Run 1, sequential cells coloured by netlist name:
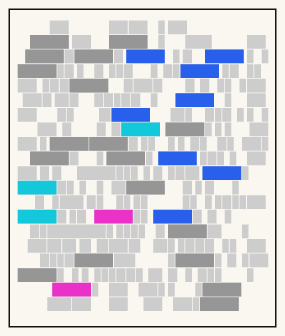
Run 1, supply network:
The bar under the picture is 10 um long. Pins as bars on the die edge. Tap cells in grey.
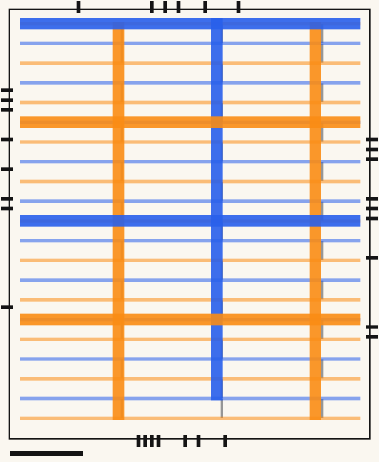
Run 1, layout detail:
Region (24, 2) to (49, 27) um. Cells in grey, sequential cells in the stronger grey; small squares are vias.
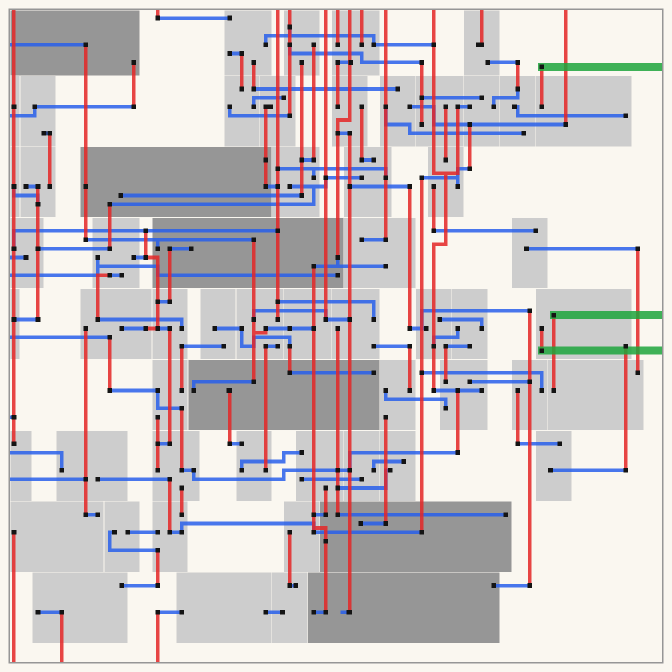
<file path="config.mk">
export PLATFORM = sky130hd
export DESIGN_NAME = serial_adder
export DESIGN_NICKNAME = d
export VERILOG_FILES = /design/src/rtl/serial_adder_pkg.sv /design/src/rtl/serial_adder_full_adder_cell.sv /design/src/rtl/serial_adder.sv
export SDC_FILE = /design/constraint.sdc
export NUM_CORES = 1
export LEC_CHECK = 0
export ABC_AREA = 1
export CAP_MARGIN = 20
export CORE_ASPECT_RATIO = 1.2
export CORE_UTILIZATION = 53
export CTS_CLUSTER_SIZE = 30
export DETAILED_ROUTE_END_ITERATION = 8
export PLACE_DENSITY = 0.82
export SYNTH_ARGS = -nofsm -noshare
export SYNTH_HDL_FRONTEND = slang
export SYNTH_SLANG_ARGS = --single-unit
</file>
<file path="constraint.sdc">
create_clock -name clk -period 2.35 [get_ports clk]
set_clock_uncertainty 0.05 [all_clocks]
set_input_delay 0.47 -clock clk [delete_from_list [all_inputs] [get_ports clk]]
set_output_delay 0.47 -clock clk [all_outputs]
set_load 0.01 [all_outputs]
</file>
<file path="src/rtl/serial_adder_pkg.sv">
// Shared constants for the bit-serial adder: FSM state encoding, default
// operand width and a helper that sizes the bit counter.
package serial_adder_pkg;

  // FSM state encoding
  localparam logic [1:0] ST_IDLE = 2'd0;
  localparam logic [1:0] ST_RUN  = 2'd1;
  localparam logic [1:0] ST_DONE = 2'd2;

  // Operand width used when the instantiating block does not override it
  localparam int DEFAULT_WIDTH = 8;

  // Bit-counter width: clog2(width), never narrower than one bit so that a
  // single-bit adder still has a legal counter register.
  function automatic int cnt_width(input int width);
    if (width <= 1) begin
      return 1;
    end
    return $clog2(width);
  endfunction

endpackage

</file>
<file path="src/rtl/serial_adder_full_adder_cell.sv">
// Single-bit full adder assembled from two half-adder stages. The first stage
// adds the operand bits, the second folds in the incoming carry, and the two
// stage carries are ORed (they can never both be set).
module full_adder_cell (
  input  logic a,
  input  logic b,
  input  logic cin,
  output logic s,
  output logic cout
);

  logic ha0_sum;
  logic ha0_carry;
  logic ha1_carry;

  // First half adder: operand bits
  assign ha0_sum   = a ^ b;
  assign ha0_carry = a & b;

  // Second half adder: partial sum plus incoming carry
  assign s         = ha0_sum ^ cin;
  assign ha1_carry = ha0_sum & cin;

  // Carry out is set when either stage generated a carry
  assign cout      = ha0_carry | ha1_carry;

endmodule

</file>
<file path="src/rtl/serial_adder.sv">
// Bit-serial unsigned adder. Operands are captured on an accepted start, then
// added LSB-first one bit per clock through a single full-adder cell whose
// carry is held in a flip-flop between cycles. The sum is assembled by
// shifting each result bit in at the MSB end, so after WIDTH cycles the
// register holds the complete sum and a one-cycle done pulse is raised.
module serial_adder
  import serial_adder_pkg::*;
#(
  parameter int WIDTH = DEFAULT_WIDTH
) (
  input  logic             clk,
  input  logic             rst_n,
  input  logic             start,
  input  logic [WIDTH-1:0] a,
  input  logic [WIDTH-1:0] b,
  output logic             busy,
  output logic             done,
  output logic [WIDTH-1:0] sum,
  output logic             cout
);

  localparam int               CNT_W    = cnt_width(WIDTH);
  localparam logic [CNT_W-1:0] LAST_BIT = CNT_W'(WIDTH - 1);
  localparam logic [CNT_W-1:0] CNT_ONE  = CNT_W'(1);

  logic [1:0]       state;
  logic [WIDTH-1:0] sa;
  logic [WIDTH-1:0] sb;
  logic             carry;
  logic [CNT_W-1:0] cnt;

  logic             s_bit;
  logic             c_bit;
  logic [WIDTH-1:0] sum_shift;

  // One full-adder cell serves every bit position over successive cycles
  full_adder_cell u_fa (
    .a    (sa[0]),
    .b    (sb[0]),
    .cin  (carry),
    .s    (s_bit),
    .cout (c_bit)
  );

  // Next sum value: new bit enters at the MSB, older bits move toward the LSB.
  // A one-bit adder has nothing to shift, so the new bit is the whole sum.
  generate
    if (WIDTH == 1) begin : g_sum_one
      assign sum_shift = s_bit;
    end else begin : g_sum_multi
      assign sum_shift = {s_bit, sum[WIDTH-1:1]};
    end
  endgenerate

  // FSM, operand shift registers, carry flop, bit counter and result registers
  always_ff @(posedge clk) begin
    if (!rst_n) begin
      state <= ST_IDLE;
      sa    <= '0;
      sb    <= '0;
      carry <= 1'b0;
      cnt   <= '0;
      sum   <= '0;
      cout  <= 1'b0;
    end else begin
      case (state)
        ST_IDLE: begin
          // Operands are captured only here; a/b are ignored at all other times
          if (start) begin
            sa    <= a;
            sb    <= b;
            carry <= 1'b0;
            cnt   <= '0;
            sum   <= '0;
            state <= ST_RUN;
          end
        end

        ST_RUN: begin
          sum   <= sum_shift;
          sa    <= sa >> 1;
          sb    <= sb >> 1;
          carry <= c_bit;
          cnt   <= cnt + CNT_ONE;
          // The MSB's carry is the overflow of the whole addition
          if (cnt == LAST_BIT) begin
            cout  <= c_bit;
            state <= ST_DONE;
          end
        end

        ST_DONE: begin
          // Single-cycle result announcement; start is not queued
          state <= ST_IDLE;
        end

        default: begin
          state <= ST_IDLE;
        end
      endcase
    end
  end

  // Status flags decoded from registered state, so they cannot glitch
  assign busy = (state == ST_RUN);
  assign done = (state == ST_DONE);

endmodule

</file>
==> summary.txt, run 1 <==
The flow run is done. Number of warning messages in the logs landed at 26. The final critical path takes up 87.3% of the cycle. Max-capacitance violation count landed at 0. In the Yosys stats the netlist draws on 21 distinct library cells. Registers are responsible for 49.2% of the overall power. Logic gate share of total power landed at 12.8%. Max-slew headroom at the worst pin landed at 69.6%.

After synthesis, the design contains 207 cells according to Yosys. In this design, the largest share of critical-path delay is due to buffers and inverters. STA classifies the critical path startpoint as a register. Internal cell power landed at 0.870 mW. In this run the remaining antenna-violating nets after routing total 0. Power density of the placed cells landed at 633 nW/um2. Per the post-synthesis report, the nets total 229.

The critical path in this run is classified as register to output port. The cell count after synthesis came out at 207. The number of hold buffers added after CTS was 0. Derived from the worst setup path, the maximum achievable clock frequency is ~490 MHz. For reference, the final report shows the hold violation count at 0. Floorplan row count landed at 20. Register-to-register setup slack landed at around 0.85 ns.

The Yosys step of the flow raised 0 warnings. The flow measured a signed area growth from synthesis to layout of 26.3%. TritonCTS reports the number of clock sinks as 31. Leakage dissipation landed at 0.766 nW. Endpoints with negative setup slack in the final report add up to 0.

The worst register-to-register path begins at state[0]. After the first detailed-routing iteration, the DRC count stood at 23. According to the timing report, the critical path is launched from state[0]. Along the worst path, the maximum fanout reaches 6. The run finished with clean final reports.

Ranking logic cells in the layout by count gives the top entries nor2_1 (36), nand2_1 (32), inv_1 (31), dfxtp_1 (31), clkdlybuf4s50_1 (29). Total buffers and inverters traversed by the critical path landed at 2. Worst vdd rail ir drop landed at 0.832 mV.

CTS buffer count landed at 5. In this run, post-CTS repair resized a total of 0 instances. Met2 usage in global routing landed at 40.5%.

The post-route netlist has 7.56% of its cells at a drive strength greater than 1. Die boundary height landed at 59 um. Maximum clock path buffer count landed at 2.

The startpoint identified for the worst hold timing path is cout. After global routing, the most crowded layer is met2. The count of buffers added on input and output ports is 29.

During I/O placement, the number of pins put on the boundary was 30. met3 track demand over resource after global routing is 7.69%. A synthesized cell averages approximately 6.9 um2. The via count of the first global-routing pass is 1195.

Area inside the core boundary landed at about 2600 um2. Post-detailed-route DRC marker count landed at 0. The initial utilization of the core area, before any placement, comes to 56.2%. Per the skew report, the later register of the worst-skew pair sees a clock latency of 0.33 ns. Longest individual stage delay on the worst path landed at 0.56 ns.

Counting only logic cells after layout, the most numerous master is nor2_1. Entering global routing, the biggest net connects 21 pins. The worst setup path is captured at an output port. The script logs the mean routed wire length per placed instance as roughly 11 um. Per the STA report, the cell with the highest stage delay on the worst path is clkdlybuf4s50_1.

The synthesis stat section lists a flop and latch total of 31. Final hold analysis gives a worst-case slack of 0.417 ns. Slew of the pin with the lowest slew margin landed at ~0.45 ns. Via-per-instance ratio landed at 4.91.

TritonCTS built the clock tree. The routed layout has 1330 vias. Number of buffers inserted to repair setup after CTS landed at 0. Net switching is about 24% of the power.

According to the hold report, the worst path is of the register to register type. First-pass iteration count of the detailed router landed at 4. Overall die width landed at 49.5 um.

The synthesized netlist occupies a cell area of 1440 um2. Detailed placement ended at an HPWL of 1980 um. Per the CTS log, the root buffer master is clkbuf_4. Number of antenna repair diodes landed at 0.
About 'sequential cells coloured by netlist name':
[state] magenta | sequential cells: 2
[sa] blue | sequential cells: 8
[cnt] cyan | sequential cells: 3
not coloured: 18

About 'supply network':
[VSS] orange
[VDD] blue
signal pins: 30
met1 rails: 21
met4 straps: 3
tap cells: 33
met5 straps: 4

About 'layout detail':
[metal 3] green
[metal 2] red
[metal 1] blue
netlist names of flops here include: sb (5), sa (1)
most frequent: inv_1 (11), nor2_1 (11)
sequential cells in the window: 6
cells with their middle in the window: 56

[run 1: worst paths after layout]
| check | cells after the start | endpoint |
|---|---|---|
| worst min register to register | 2 | cout |
| worst max register to register | 4 | sum[7] |
| worst max-delay path | 3 | busy |
| worst min-delay path | 2 | cout |
[run 1: layout make-up]
class	instances	area (um2)
Fill cell	232	739
Timing Repair Buffer	33	320
Multi-Input combinational cell	132	617
Inverter	34	128
Clock inverter	2	35.0
Tap cell	33	41.3
Sequential cell	31	621
Clock buffer	6	51.3
[run 1: power groups by stage]
stage	sequential (mW)	combinational [mW]	clock [mW]
final	0.565	0.146	0.436
after floorplan	0.573	0.0979	0
after global routing	0.568	0.166	0.467
after CTS	0.565	0.148	0.440
after global placement	0.576	0.144	0
after detailed placement	0.576	0.147	0
[run 1: state kept, by name, summed over array words and instances, names as in the netlist]
signal  cells
carry       1
cnt         3
sum         8
sb          8
state       2
sa          8
cout        1
[run 1: kinds of logic after synthesis]
logic type	after synthesis	synth area share [%]
simple gates	89	25.9
buf+inv	44	13.8
compound gates	40	13.9
flops	31	43.2
fa+ha+maj	3	3.14
[run 1: synth_stat cells]
master,instances,share of area [%]
inv_1,31,8.1
dfxtp_1,31,43
nor2_1,36,9.4
or2_1,1,0.44
nand2_2,2,0.87
buf_1,1,0.26
o21ai_1,2,0.70
buf_4,4,2.1
nor2_2,1,0.44
buf_6,2,1.6
a21oi_1,27,9.4
nand2_4,1,0.78
nand3_1,16,5.6
clkbuf_1,1,0.26
fa_1,1,1.4
buf_2,2,0.70
nand2_1,32,8.4
clkinv_1,1,0.26
ha_1,2,1.7
inv_2,2,0.52
o21ai_0,11,3.8
[run 1: metal layers]
metal | vias up | part of all wire [%]
met5 | - | 0
met3 | 4 | 4.2
met1 | 599 | 46
met2 | 29 | 49
li1 | 698 | -
met4 | 0 | 1.2
[run 1: tightest hold or removal path, stage by stage, from the launching register on]
cell and delay (ns):
dfxtp_1 0.32, nand2_1 0.06, a21oi_1 0.05
[run 1: stage by stage]
stage	std cells	total power, mW	area, um2	worst slack (ns)	utilization (%)
floorplan	207	0.671	1440	1.07	-
detailed placement	263	0.723	1730	0.502	67.6
finish	271	1.15	1810	0.299	71.0
global route	271	1.20	1810	0.217	71.0
CTS	271	1.15	1810	0.283	71.0
global placement	263	0.721	1730	0.534	67.6
Run 1, signal wires by layer:
Two of the layers only.
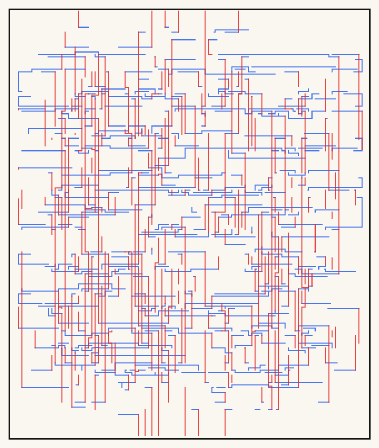

==> run 1 -> run 2 <==
--- a/config.mk
+++ b/config.mk
@@ -7,11 +7,14 @@
 export LEC_CHECK = 0
 export ABC_AREA = 1
 export CAP_MARGIN = 20
+export CELL_PAD_IN_SITES_DETAIL_PLACEMENT = 1
+export CELL_PAD_IN_SITES_GLOBAL_PLACEMENT = 1
 export CORE_ASPECT_RATIO = 1.2
-export CORE_UTILIZATION = 53
+export CORE_UTILIZATION = 40
+export CTS_BUF_LIST = sky130_fd_sc_hd__clkbuf_4 sky130_fd_sc_hd__clkbuf_8
 export CTS_CLUSTER_SIZE = 30
 export DETAILED_ROUTE_END_ITERATION = 8
-export PLACE_DENSITY = 0.82
+export PLACE_DENSITY_LB_ADDON = 0.1
 export SYNTH_ARGS = -nofsm -noshare
 export SYNTH_HDL_FRONTEND = slang
 export SYNTH_SLANG_ARGS = --single-unit
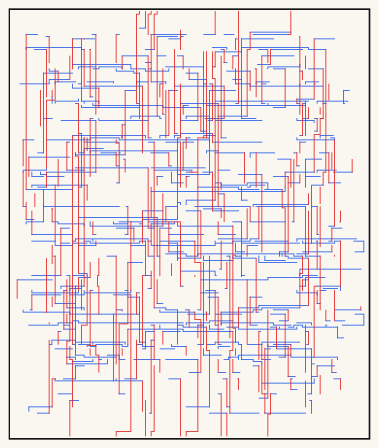
Run 2: signal wires by layer
Two of the layers only.
[metal 1] blue | wire length: 1530 um
[metal 2] red | wire length: 1780 um
average detailed-routed wire length per instance: 12.7 um
total routed wirelength: 3490 um

==> summary.txt, run 2 <==
The flow run is done. The flow ran to the end, and the final reports show no timing, DRC or antenna violations. Post-detailed-route DRC marker count landed at 0 (unchanged). The detailed-routed wire length on met3 is 114 um (-6.6%). Global-route wire length before repair landed at around 6000 um.

Overall die area landed at 3830 um2. Share of cells above drive strength 1 landed at 7.56% (unchanged). The worst path in the final design needs a cycle of just under 2 ns, including I/O delays and setup.

Number of standard cells reported by yosys landed at 207 (unchanged). Post-synthesis chip area from yosys landed at 1440 um2. Net count reported at finish landed at 259. The power report attributes to the clock group a share of 36.9%. Max-capacitance violation count landed at 0 (unchanged).

TritonCTS built the clock tree. Sequential cells were found to cover between 40% and 50% of the synthesized design area. The logic gate share of total power is 13.2% (+0.4 points). The largest net degree at the start of global routing was 22 (+4.8%). Ranked by total cell area, the synthesized netlist is headed by dfxtp_1 (43%), a21oi_1 (9.4%), nor2_1 (9.4%), nand2_1 (8.4%), inv_1 (8.1%). Register bit total from synthesis landed at 31 (unchanged). Number of warning messages in the logs landed at 26 (unchanged). The parity-gate share of the synthesized area counting xor and xnor cells came to 0% (unchanged). Final weighted congestion in routability-driven placement landed at 0.698. The post-synthesis share of cell area spent on and, or, nand and nor gates is 25.9% (unchanged). The total overflow left after global routing is 0. Worst vdd rail ir drop landed at 0.317 mV (-62%). Listed in order, past its start point the critical path passes inv_2 > nor2_2 > clkdlybuf4s50_1.

Number of warnings issued by yosys landed at 0 (unchanged). CTS buffer count landed at 5 (unchanged). Number of clock sinks landed at 31 (unchanged). The slew of the pin with the lowest slew margin is 0.485 ns (+0.0312 ns). Setup total negative slack on the finished layout was measured at 0 ns. Remaining number of nets flagged by the antenna check after routing landed at 0 (unchanged). Number of violations reported at the end of detailed-routing iteration 0 landed at 38 (+65%).

Post-synthesis async set-or-reset flop share landed at 0% (unchanged). Fill cell total of the finished layout landed at 452 (+95%). Net switching power landed at 0.287 mW. The area inside the core boundary was 3400 um2 (+33%). Synthesis-to-finish area growth landed at 26.9%. Routed signal wires occupy layers up through met4. The insertion delay to the later sink of the worst-skew pair was 0.28 ns (-0.05 ns). Total via count after detailed routing landed at 1348 (+1.4%). The hold violation count in the final report is 0 (unchanged).

The die boundary height came to 67.6 um (+15%). Final worst-path cycle share landed at 83.3% (-4.0 points). Switching share of power landed at 25.3% (+1.1 points). The internal cell power was 0.849 mW (-2.3%).

The timing report shows that the slowest cell on the worst path is clkdlybuf4s50_1. By instance count after routing, the leading logic cell type is nor2_1. Routed length on met1 landed at 1530 um (+14%). The synthesized net count was 229 (unchanged).

The maximum clock path buffer count came to 2 (unchanged). The placement-stage worst setup slack is 0.434 ns (-0.0676 ns). Synthesized area per cell landed at 6.93 um2 (unchanged). The worst setup path is launched from a register. For reference, the top logic cell family by area is simple AND/OR/NAND/NOR gates. The slack of the critical path came to 0.393 ns (+0.0941 ns).

Final-report max-slew violation count landed at 0. Data on the critical path is required at its endpoint by roughly 1.8 ns. The longest individual stage delay on the worst path is 0.55 ns (about the same). The overall die width came to 56.7 um (+15%). Area share of and-or/or-and cells after synthesis landed at 13.9% (unchanged). By count the netlist is led by nor2_1 (36), nand2_1 (32), dfxtp_1 (31), inv_1 (31), a21oi_1 (27). The cell area after technology mapping is 1440 um2 (unchanged). Top-area cell type share of the netlist area landed at 43.2% (unchanged).

For this run the top cell type by instance count after synthesis was nor2_1. The leakage dissipation came to 0.767 nW (+0.11%). I/O pin count landed at 30 (unchanged). Final tally of setup violations landed at 0 (unchanged). Post-cts hold buffer count landed at 0 (unchanged).

STA classifies the critical path endpoint as an output port. Maximum frequency from static timing analysis landed at 511 MHz (+4.8%). The total power consumption of the routed design came to 1.14 mW (-0.95%). The port buffer count was 29 (unchanged). Count of H-tree levels built during CTS landed at 2. Core utilization before placement landed at 42.3% (-14 points). Max-slew headroom at the worst pin landed at 67.5% (-2.1 points). First-pass iteration count of the detailed router landed at 3 (-1).

The number of distinct library cells after synthesis is 21 (unchanged). The half-perimeter wire length after detailed placement is 2450 um (+24%). Per the synthesis report, the dominant area consumer among library cells is dfxtp_1.

Arrival time of the worst setup path landed at between 1 and 1.5 ns. Via-per-instance ratio landed at 4.90 (-0.12%). Setup repair after global routing left no endpoint under its margin. The largest fanout of any net on the critical path is 6 (unchanged). The number of buffers inserted to repair setup after CTS came to 0 (unchanged). Post-synthesis adder-cell area fraction landed at 3.14% (unchanged).

The setup path with the least slack is of type register to output port. Looking at the cell usage after synthesis, the top flip-flop cell is dfxtp_1. The largest registers in the layout are sa x8, sb x8, sum x8.

After clock tree synthesis, the clock-pin slew on the worst setup and hold paths is 0.06 ns. Number of instances resized during post-cts repair landed at 0 (unchanged). Initial antenna violation count landed at 0. Overall global routing resource usage landed at 20.3%. The total length of routed met2 wires came to 1780 um (+25%).

The sequential power share is 49.8% (+0.6 points). The number of flops mapped to enable cells by yosys came to 0 (unchanged). Power density of the placed cells landed at 624 nW/um2 (-1.4%). Number of antenna repair diodes landed at 0 (unchanged).

The total buffers and inverters traversed by the critical path was 2 (unchanged). The kind of cell with the highest combined delay along the critical path is buffers and inverters. The via count of the first global-routing pass was 1375 (+15%). The number of standard cells after synthesis is 207 (unchanged). The floorplan row count came to 23 (+15%).

Clock tree synthesis selected as its root buffer the cell clkbuf_8. The most common logic cells in the final layout are nor2_1 (36), nand2_1 (32), inv_1 (31), dfxtp_1 (31), clkdlybuf4s50_1 (29). Area fraction in mux cells landed at 0% (unchanged).

In this run the worst hold path is classified as register to register.
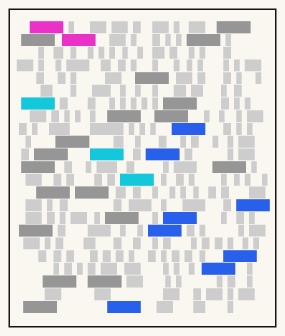
Run 2: sequential cells coloured by netlist name
[state] magenta | sequential cells: 2
[cnt] cyan | sequential cells: 3
[sa] blue | sequential cells: 8

-- run 2: netlist changes by cell type in the layout (fill, tap and decap cells not counted), sizes merged --
| cell | delta |
|---|---|
| bufinv | -1 |
| clkbuf | +1 |
-- run 2: worst register-to-register path: stages, from the launching register on --
cell     delay (ns)
dfxtp_1        0.40
inv_2          0.10
nand2_2        0.33
nand2_2        0.29
o21ai_0        0.25
nor2_1         0.07
-- run 2: through the flow --
step / hold slack (ns) / instance area [um2] / utilization (%) / std cells
2_1_floorplan: 0.378 / 1440 / - / 207
5_1_grt: 0.443 / 1820 / 53.6 / 275
3_3_place_gp: 0.397 / 1730 / 51.0 / 267
3_5_place_dp: 0.405 / 1730 / 51.0 / 267
6_report: 0.422 / 1820 / 53.6 / 275
4_1_cts: 0.420 / 1820 / 53.6 / 275
-- run 2: cell families after synthesis --
kind of cell    after synthesis
simple gates                 89
buf+inv                      44
compound gates               40
flops                        31
fa+ha+maj                     3
-- run 2: final timing paths --
kind	startpoint	to	slack, ns	depth (start not counted)
worst min register to register	cout	cout	0.42	2
worst max-delay path	state[0]	busy	0.39	3
worst max register to register	state[1]	sa[5]	0.75	5
worst min-delay path	cout	cout	0.42	2
-- run 2: power by group through the flow --
stage	sequential [mW]	combinational, mW	clock [mW]
finish	0.566	0.150	0.420
global route	0.568	0.171	0.465
CTS	0.566	0.153	0.437
detailed placement	0.577	0.152	0
global placement	0.576	0.146	0
floorplan	0.573	0.0979	0
-- run 2: routing by layer --
layer | up-vias | track usage, %
li1 | 694 | -
met1 | 631 | 20.5
met4 | 0 | 11.3
met2 | 18 | 39.1
met3 | 5 | 4.21
met5 | - | 0
-- run 2: final cells by class --
type	instances	area, um2	area share [%]
clock buffer	7	83.8	4.60
clock inverter	1	5.00	0.275
inverter	34	128	7.01
multi-input combinational	132	617	33.9
sequential	31	621	34.1
tap	37	46.3	2.54
timing repair buffer	33	320	17.6
Power and IR drop assume default switching activity.
